<file path="src/rtl/controller_loop_cfg_issuer.sv">
// Loop-configuration issuer: decodes LOOP_CFG / BLOCK_END instructions,
// assigns per-group loop slots in arrival order, issues config strobes,
// starts the block, times the RUN phase and retires the block on done.
module controller_loop_cfg_issuer #(
  parameter int LOOP_ID_W     = 5,
  parameter int GROUP_ID_W    = 2,
  parameter int LOOP_ITER_W   = 16,
  parameter int INST_W        = 32,
  parameter int NUM_MAX_LOOPS = 1 << LOOP_ID_W
) (
  input  logic                   clk,
  input  logic                   reset,
  input  logic                   inst_v,
  input  logic [INST_W-1:0]      inst_data,
  output logic                   inst_ready,
  output logic                   cfg_loop_iter_v,
  output logic [LOOP_ITER_W-1:0] cfg_loop_iter,
  output logic [LOOP_ID_W-1:0]   cfg_loop_iter_loop_id,
  output logic [GROUP_ID_W-1:0]  cfg_loop_group_id,
  output logic                   start,
  input  logic                   done,
  output logic                   block_done,
  output logic                   busy,
  output logic                   err,
  output logic [31:0]            run_cycles
);

  localparam int NUM_GROUPS = 1 << GROUP_ID_W;
  // One extra count value marks a group whose slots are all used.
  localparam int CNT_W      = $clog2(NUM_MAX_LOOPS + 1);

  localparam logic [3:0] OP_LOOP_CFG  = 4'h1;
  localparam logic [3:0] OP_BLOCK_END = 4'hF;

  typedef enum logic [2:0] {
    IDLE,
    CFG,
    START,
    RUN,
    RETIRE
  } state_e;

  state_e state_q, state_d;

  logic [CNT_W-1:0] exp_cnt_q [NUM_GROUPS];
  logic [CNT_W-1:0] exp_cnt_d [NUM_GROUPS];

  logic                   inst_ready_q, inst_ready_d;
  logic                   cfg_loop_iter_v_q, cfg_loop_iter_v_d;
  logic [LOOP_ITER_W-1:0] cfg_loop_iter_q, cfg_loop_iter_d;
  logic [LOOP_ID_W-1:0]   cfg_loop_iter_loop_id_q, cfg_loop_iter_loop_id_d;
  logic [GROUP_ID_W-1:0]  cfg_loop_group_id_q, cfg_loop_group_id_d;
  logic                   start_q, start_d;
  logic                   block_done_q, block_done_d;
  logic                   busy_q, busy_d;
  logic                   err_q, err_d;
  logic [31:0]            run_cycles_q, run_cycles_d;

  // Instruction fields
  logic [3:0]             f_opcode;
  logic [GROUP_ID_W-1:0]  f_group;
  logic [LOOP_ID_W-1:0]   f_loop_id;
  logic [LOOP_ITER_W-1:0] f_iter;
  logic                   accept;
  logic [CNT_W-1:0]       cur_cnt;
  logic                   unused_inst_bits;

  assign f_opcode         = inst_data[31:28];
  assign f_group          = GROUP_ID_W'(inst_data[27:26]);
  assign f_loop_id        = LOOP_ID_W'(inst_data[25:21]);
  assign f_iter           = LOOP_ITER_W'(inst_data[15:0]);
  assign unused_inst_bits = ^inst_data[20:16];

  // ready is registered so it stays low through reset and rises one cycle after release
  assign accept = inst_v & inst_ready_q;

  // Next-state, slot allocation and output computation
  always_comb begin
    state_d                 = state_q;
    exp_cnt_d               = exp_cnt_q;
    cfg_loop_iter_v_d       = 1'b0;
    cfg_loop_iter_d         = cfg_loop_iter_q;
    cfg_loop_iter_loop_id_d = cfg_loop_iter_loop_id_q;
    cfg_loop_group_id_d     = cfg_loop_group_id_q;
    err_d                   = err_q;
    run_cycles_d            = run_cycles_q;
    cur_cnt                 = exp_cnt_q[f_group];

    unique case (state_q)
      // IDLE accepts the first instruction of a block and handles it exactly as CFG would
      IDLE, CFG: begin
        if (accept) begin
          unique case (f_opcode)
            OP_LOOP_CFG: begin
              state_d = CFG;
              if (cur_cnt == CNT_W'(NUM_MAX_LOOPS)) begin
                err_d = 1'b1;
              end else begin
                cfg_loop_iter_v_d       = 1'b1;
                cfg_loop_iter_d         = f_iter;
                cfg_loop_iter_loop_id_d = LOOP_ID_W'(cur_cnt);
                cfg_loop_group_id_d     = f_group;
                if (CNT_W'(f_loop_id) != cur_cnt) begin
                  err_d = 1'b1;
                end
                exp_cnt_d[f_group] = cur_cnt + CNT_W'(1);
              end
            end
            OP_BLOCK_END: begin
              state_d = START;
            end
            default: begin
              err_d = 1'b1;
            end
          endcase
        end
      end
      START: begin
        state_d      = RUN;
        run_cycles_d = '0;
      end
      RUN: begin
        if (run_cycles_q != '1) begin
          run_cycles_d = run_cycles_q + 32'd1;
        end
        if (done) begin
          state_d = RETIRE;
        end
      end
      RETIRE: begin
        state_d = IDLE;
        for (int unsigned g = 0; g < NUM_GROUPS; g++) begin
          exp_cnt_d[g] = '0;
        end
      end
      default: begin
        state_d = IDLE;
      end
    endcase

    if (done && (state_q != RUN)) begin
      err_d = 1'b1;
    end

    // Pulses derive from the next state so they line up with START/RETIRE
    start_d      = (state_d == START);
    block_done_d = (state_d == RETIRE);
    busy_d       = (state_d != IDLE);
    inst_ready_d = (state_d == IDLE) || (state_d == CFG);
  end

  // State and registered outputs
  always_ff @(posedge clk) begin
    if (reset) begin
      state_q                 <= IDLE;
      for (int unsigned g = 0; g < NUM_GROUPS; g++) begin
        exp_cnt_q[g] <= '0;
      end
      inst_ready_q            <= 1'b0;
      cfg_loop_iter_v_q       <= 1'b0;
      cfg_loop_iter_q         <= '0;
      cfg_loop_iter_loop_id_q <= '0;
      cfg_loop_group_id_q     <= '0;
      start_q                 <= 1'b0;
      block_done_q            <= 1'b0;
      busy_q                  <= 1'b0;
      err_q                   <= 1'b0;
      run_cycles_q            <= '0;
    end else begin
      state_q                 <= state_d;
      exp_cnt_q               <= exp_cnt_d;
      inst_ready_q            <= inst_ready_d;
      cfg_loop_iter_v_q       <= cfg_loop_iter_v_d;
      cfg_loop_iter_q         <= cfg_loop_iter_d;
      cfg_loop_iter_loop_id_q <= cfg_loop_iter_loop_id_d;
      cfg_loop_group_id_q     <= cfg_loop_group_id_d;
      start_q                 <= start_d;
      block_done_q            <= block_done_d;
      busy_q                  <= busy_d;
      err_q                   <= err_d;
      run_cycles_q            <= run_cycles_d;
    end
  end

  assign inst_ready            = inst_ready_q;
  assign cfg_loop_iter_v       = cfg_loop_iter_v_q;
  assign cfg_loop_iter         = cfg_loop_iter_q;
  assign cfg_loop_iter_loop_id = cfg_loop_iter_loop_id_q;
  assign cfg_loop_group_id     = cfg_loop_group_id_q;
  assign start                 = start_q;
  assign block_done            = block_done_q;
  assign busy                  = busy_q;
  assign err                   = err_q;
  assign run_cycles            = run_cycles_q;

endmodule

</file>
<file path="config.mk">
export PLATFORM = sky130hd
export DESIGN_NAME = controller_loop_cfg_issuer
export DESIGN_NICKNAME = d
export VERILOG_FILES = /design/src/rtl/controller_loop_cfg_issuer.sv
export SDC_FILE = /design/constraint.sdc
export NUM_CORES = 1
export LEC_CHECK = 0
export ABC_CLOCK_PERIOD_IN_PS = 7600
export CORE_ASPECT_RATIO = 0.7
export CORE_MARGIN = 5
export CORE_UTILIZATION = 54
export CTS_CLUSTER_SIZE = 12
export DETAILED_ROUTE_END_ITERATION = 8
export PLACE_DENSITY_LB_ADDON = 0.12
export SYNTH_ARGS = -nofsm -noshare
export SYNTH_HDL_FRONTEND = slang
export SYNTH_SLANG_ARGS = --single-unit
</file>
<file path="constraint.sdc">
create_clock -name clk -period 7.6 [get_ports clk]
set_input_delay 1.52 -clock clk [delete_from_list [all_inputs] [get_ports clk]]
set_output_delay 1.52 -clock clk [all_outputs]
set_load 0.1 [all_outputs]
</file>
Fig. 1: run 1, the metal 3 layer
Scale: 4 px per um.
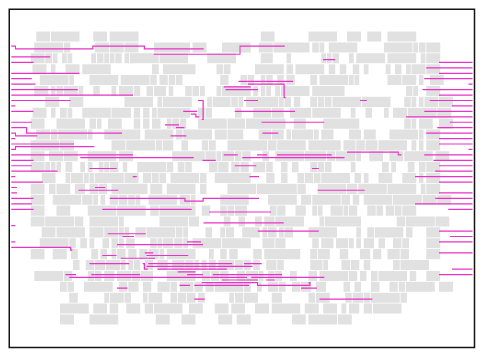
The layer carries 1310 um of wire. 115 nets have wire on it. The layer holds 12% of the routed length.

Fig. 2: run 1, congestion heat map
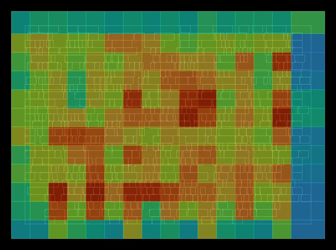
fin util: 70.0%
gr busiest metal: met1
met2 Track Usage GR: 32.8%

==> results.ini, run 1 <==
[synth]
yosys_area_mm2 = 0.00424
top_cells_by_count = dfxtp_1 (88), nand2_1 (79), a21oi_1 (67), nand3_1 (41), nor2_1 (22)
synth-async-reset-ratio_pct = 0
ys_warn_count = 0
edf_count = 0
synthFlopType = dfxtp_1
syn-cell-area_mm2 = 0.00424

[layout]
comb_area_mm2 = 0.00232
layout.nets = 621
area.sequential_mm2 = 0.00176
drive_above_1_share_pct = 7.67

[drt]
num_vias = 4179
wl_met2_mm = 4.71
antenna_left = 0
drtIter0Drc = 444
routed_via_density = 6.07
drc = 0

[timing]
period_used_pct = 61.8
hold_viol = 0
tightest_slew_ns = 1.04
fmax_mhz = 213
final.setup_skew_ns = 0.00712
setup_ws_ns = 2.90
relSlewSlack_pct = 30.7

[power]
clkPwrFrac_pct = 44.9
leakagePower_nw = 1.69
p_sw_mw = 0.225
internal-power_mw = 0.728
switching_share_pct = 23.6
power_frac_comb_pct = 6.2

[cts]
clk_path_buf_depth = 2
cts_buffers = 9
cts.clk_slew.worst_paths_ns = 0.06

[floorplan]
num_rows = 27
fp.dieH_um = 84.2
dieWidth_um = 116

[worst_setup_path]
cp_max_fo = 24
crit_chain = clkdlybuf4s50_1 > mux4_2 > inv_1 > ha_1 > nand3b_2 > o21ai_2 > nand2_1 > a21oi_1
critPathBufInv = 2
cp.required_ns = 7.86

[placed_design]
placedCellCount = 672
place_ws_ns = 2.55
dp_hpwl_mm = 7.94

[global_routing]
overflow = 0
grt_use_met3_pct = 7.78
grt_use_total_pct = 23.7
met1_usage_pct = 35.5

[status]
status = complete, no violations

[flow_run]
tool_warnings = 32

[min_path]
hp-class = reg -> reg

Fig. 3: run 1, met2 routing
Scale: 4 px per um.
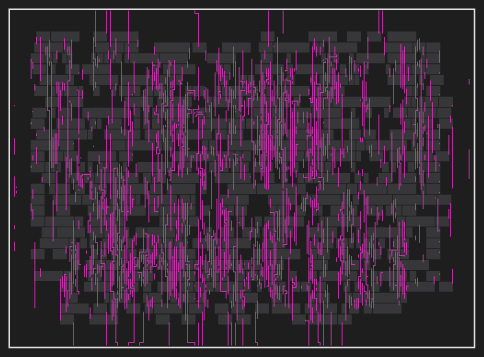
The layer holds 41% of the routed length. The longest straight run is 32.6 um. The layer carries 4710 um of wire. The wires run mostly vertical.

## run 1: metrics by stage
stage	util, %	area [um2]	total power [mW]
after detailed placement	66.3	5150	0.534
after global routing	70.0	5440	0.982
after floorplan	-	4240	0.510
final	70.0	5440	0.953
after CTS	70.0	5440	0.961
after global placement	66.3	5150	0.534
## run 1: power groups by stage
stage | sequential, mW | combinational (mW) | clock (mW)
finish | 0.466 | 0.0588 | 0.428
global route | 0.466 | 0.0623 | 0.454
CTS | 0.466 | 0.0589 | 0.437
detailed placement | 0.476 | 0.0584 | 0
global placement | 0.476 | 0.0581 | 0
floorplan | 0.488 | 0.0222 | 0
## run 1: worst paths after layout
| kind | start | end | slack, ns | cells after the start |
|---|---|---|---|---|
| worst max-delay path | inst_data[26] | cfg_loop_iter[1] | 2.90 | 8 |
| worst min-delay path | cfg_loop_iter[11] | cfg_loop_iter[11] | 0.45 | 2 |
| worst max register to register | inst_ready | exp_cnt_q[5] | 4.65 | 5 |
| worst min register to register | cfg_loop_iter[11] | cfg_loop_iter[11] | 0.45 | 2 |
## run 1: cells in the final DEF (no fill, tap or decap), drive strengths merged, types with 2 or more instances in the layout
| master | netlist | layout |
|---|---|---|
| o2111ai | 5 | 5 |
| a2111oi | 4 | 4 |
| a211oi | 2 | 2 |
| nor2b | 4 | 4 |
| or2 | 8 | 8 |
| mux2i | 5 | 5 |
| o21a | 2 | 2 |
| mux4 | 6 | 6 |
| nor3 | 10 | 10 |
| nand2 | 79 | 79 |
| a21oi | 67 | 67 |
| buf | 12 | 2 |
| ha | 3 | 3 |
| xor2 | 6 | 6 |
| o31ai | 10 | 10 |
| clkinv | 0 | 2 |
| nor2 | 23 | 23 |
| nand4 | 17 | 17 |
| and4 | 4 | 4 |
| a31oi | 2 | 2 |
| nand2b | 7 | 7 |
| or3b | 2 | 2 |
| dfxtp | 88 | 88 |
| nand3 | 41 | 41 |
| or4 | 11 | 11 |
| clkdlybuf4s50 | 0 | 90 |
| or3 | 16 | 16 |
| nor4 | 7 | 7 |
| xnor2 | 4 | 4 |
| inv | 7 | 9 |
| and2 | 3 | 3 |
| clkbuf | 16 | 11 |
| o21ai | 20 | 20 |
| and3 | 6 | 6 |
## run 1: cell type report
cell class	instances	area share (%)
Clock buffer	11	4.64
Sequential cell	88	32.4
Timing Repair Buffer	92	16.8
Tap cell	101	2.32
Multi-Input combinational cell	384	42.7
Clock inverter	5	0.713
Inverter	7	0.483
## run 1: cells by family (layout without fill, tap and decap cells)
logic type / Yosys count / in the layout / share of synthesized area (%)
compound gates: 117 / 117 / 17.7
xor+xnor: 10 / 10 / 2.06
fa+ha+maj: 3 / 3 / 0.885
buf+inv: 35 / 115 / 3.80
flops: 88 / 88 / 41.5
mux: 11 / 11 / 4.36
simple gates: 243 / 243 / 29.6
## run 1: flip-flops by register name, indices dropped and copies added, names as in the netlist
signal and flops:
block_done 1, busy 1, cfg_loop_group_id 2, cfg_loop_iter 16, cfg_loop_iter_loop_id 5, cfg_loop_iter_v 1, err 1, exp_cnt_q 24
inst_ready 1, run_cycles 32, start 1, state_q 3
Fig. 4: run 1, pin placement
Scale: 4 px per um. Pins as bars across the die edge, other pins in gray.
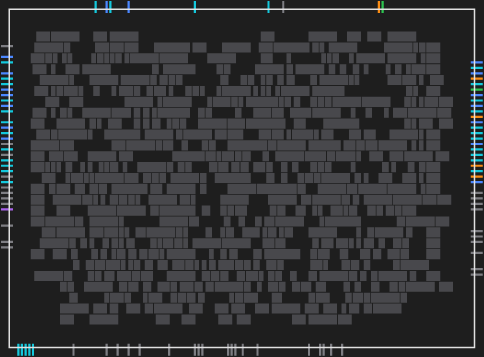

==> run 2, diff against run 1 <==
Settings changed: ABC_CLOCK_PERIOD_IN_PS 7600 to 4000, CORE_UTILIZATION 54 to 45.
Clock period 7.6 ns to 4 ns, I/O delays scaled along.
Fig. 5: run 2, pin placement
Scale: 4 px per um. Pins as bars across the die edge, other pins in gray.
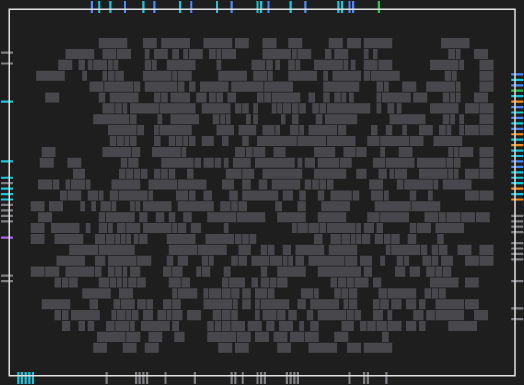
`cfg_loop_iter_loop_id`: drawn in orange, pins 5, direction output, edge east. `start`: drawn in purple, pins 1, direction output, edge west. `cfg_loop_group_id`: drawn in green, pins 2, direction output, edge 1 north, 1 east. `cfg_loop_iter`: drawn in blue, pins 16, direction output, edge 9 north, 7 east. `inst_data`: drawn in cyan, pins 32, direction input, edge 11 east, 10 north, 6 west, 5 south.
All pins by edge: 35 east, 26 south, 20 north, 16 west.

Fig. 6: run 2, congestion heat map
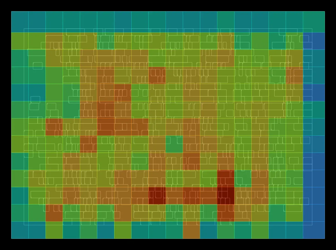
routed len/inst: 16.3 um
GR Layer Usage met3: 5.16%
met1 usage: 31.8%
fin util: 60.9%

==> run 2 against run 1 <==
Sequential power up about 90%. Clock skew hardly changed. Synthesized cell count is the same. Critical path type unchanged. Largest power group is now clock.
==> results.ini, run 2 <==
[worst_setup_path]
cp.required_ns = 4.26  ; -3.60 ns
reg2reg_setup_slack_ns = 1.14  ; -3.51 ns
cp_max_fo = 21  ; -13%
reg2regPathDepth = 5  ; unchanged

[layout]
design_area_mm2 = 0.00556  ; +2.2%
largest_reg_flops = 32  ; unchanged
layout_top_cell = clkdlybuf4s50_1
lay_top_cells = clkdlybuf4s50_1 (90), dfxtp_1 (88), nand2_1 (79)
layout.nets = 628  ; +1.1%

[timing]
final.setup_skew_ns = 0.00666  ; -0.000461 ns
fmax_mhz = 296
hold_viol = 0  ; unchanged

[cts]
cts.clk_slew.worst_paths_ns = 0.06  ; about the same
cts_buffers = 9  ; unchanged

[flow_run]
tool_warnings = 32  ; unchanged

[floorplan]
num_rows = 29  ; +7.4%
dieWidth_um = 126  ; +8.7%

[synth]
synthFlopType = dfxtp_1
edf_count = 0  ; unchanged
top_cells_by_count = dfxtp_1 (88), nand2_1 (79), a21oi_1 (67), nand3_1 (41), nor2_1 (22)
ys_warn_count = 0  ; unchanged
syn-cell-area_mm2 = 0.00424  ; unchanged

[drt]
drtIter0Drc = 309  ; -30%

[status]
status = complete, no violations

[power]
leakagePower_nw = 1.75  ; +3.4%

Fig. 7: run 2, wiring heat map
Scale: 3 px per um. 25 x 18 tiles, from dark blue (low) to red (high), scaled to the fullest tile. Values are wire area over tile area, all layers added.
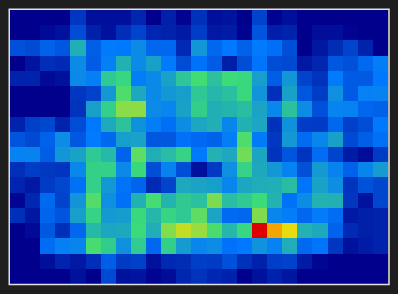
4.4% of the tiles are over half the peak. 12% of the tiles are nearly empty. The fullest tile reaches 0.76. The mean over all tiles is 0.16. The emptiest ninth of the die: north-east.

## run 2: cell types whose count changed in the layout (fill, tap and decap cells not counted), sizes merged
cell      delta
buf          +7
bufinv       +2
inv          -2
clkinv       +1
clkinvlp     -1
## run 2: worst max path at each step
stage                          endpoint  depth (start not counted)            from
4_1_cts                    exp_cnt_q[1]                          8   inst_data[26]
5_1_grt                    exp_cnt_q[1]                          8   inst_data[26]
3_5_place_dp               exp_cnt_q[1]                          8   inst_data[26]
6_report                   exp_cnt_q[1]                          8   inst_data[26]
2_1_floorplan            run_cycles[28]                          5  run_cycles[12]
3_3_place_gp   cfg_loop_iter_loop_id[0]                          8   inst_data[26]
## run 2: power breakdown
group	switching (mW)	total, mW	internal [mW]
Sequential	0.00457	0.885	0.881
Combinational	0.0691	0.115	0.0455
Clock	0.336	0.916	0.580
Total	0.410	1.92	1.51
## run 2: per-layer routing
| layer | global-route usage [%] | wire [um] | vias to the layer above |
|---|---|---|---|
| met5 | 0 | 0 | - |
| met4 | 5.09 | 127 | 0 |
| met3 | 5.16 | 858 | 14 |
| met2 | 27.7 | 4770 | 147 |
| met1 | 31.8 | 5980 | 1901 |
| li1 | - | - | 2010 |
## run 2: critical path, stage by stage
cell and delay (ns):
clkdlybuf4s50_1 0.61, mux4_2 0.51, inv_1 0.11, ha_1 0.24, and3b_4 0.24, a21oi_2 0.76, nand4_1 0.18, a21oi_1 0.17
## run 2: per-stage QoR
step	power, mW	worst slack (ns)	instances	hold WS, ns	utilization (%)
after floorplan	0.970	1.18	507	0.438	-
after detailed placement	1.02	0.257	702	0.447	57.2
after global placement	1.02	0.312	702	0.442	57.2
after global routing	1.98	0.360	718	0.473	60.9
after CTS	1.94	0.607	718	0.456	60.9
final	1.92	0.621	718	0.451	60.9
## run 2: cell type report
type | instances | area (um2)
Sequential cell | 88 | 1760
Fill cell | 808 | 3580
Multi-Input combinational cell | 384 | 2320
Timing Repair Buffer | 99 | 966
Inverter | 7 | 26.3
Clock inverter | 5 | 78.8
Clock buffer | 11 | 253
Tap cell | 124 | 155
## run 2: kinds of logic after synthesis
logic type | Yosys count | share of synthesized area (%)
multiplexers | 11 | 4.36
XOR/XNOR | 10 | 2.06
adder cells (fa/ha/maj) | 3 | 0.885
AND-OR/OR-AND | 117 | 17.7
flip-flops | 88 | 41.5
buffers and inverters | 35 | 3.80
AND/OR/NAND/NOR | 243 | 29.6
Power figures rest on the tool's default switching activity, not on a simulated workload.
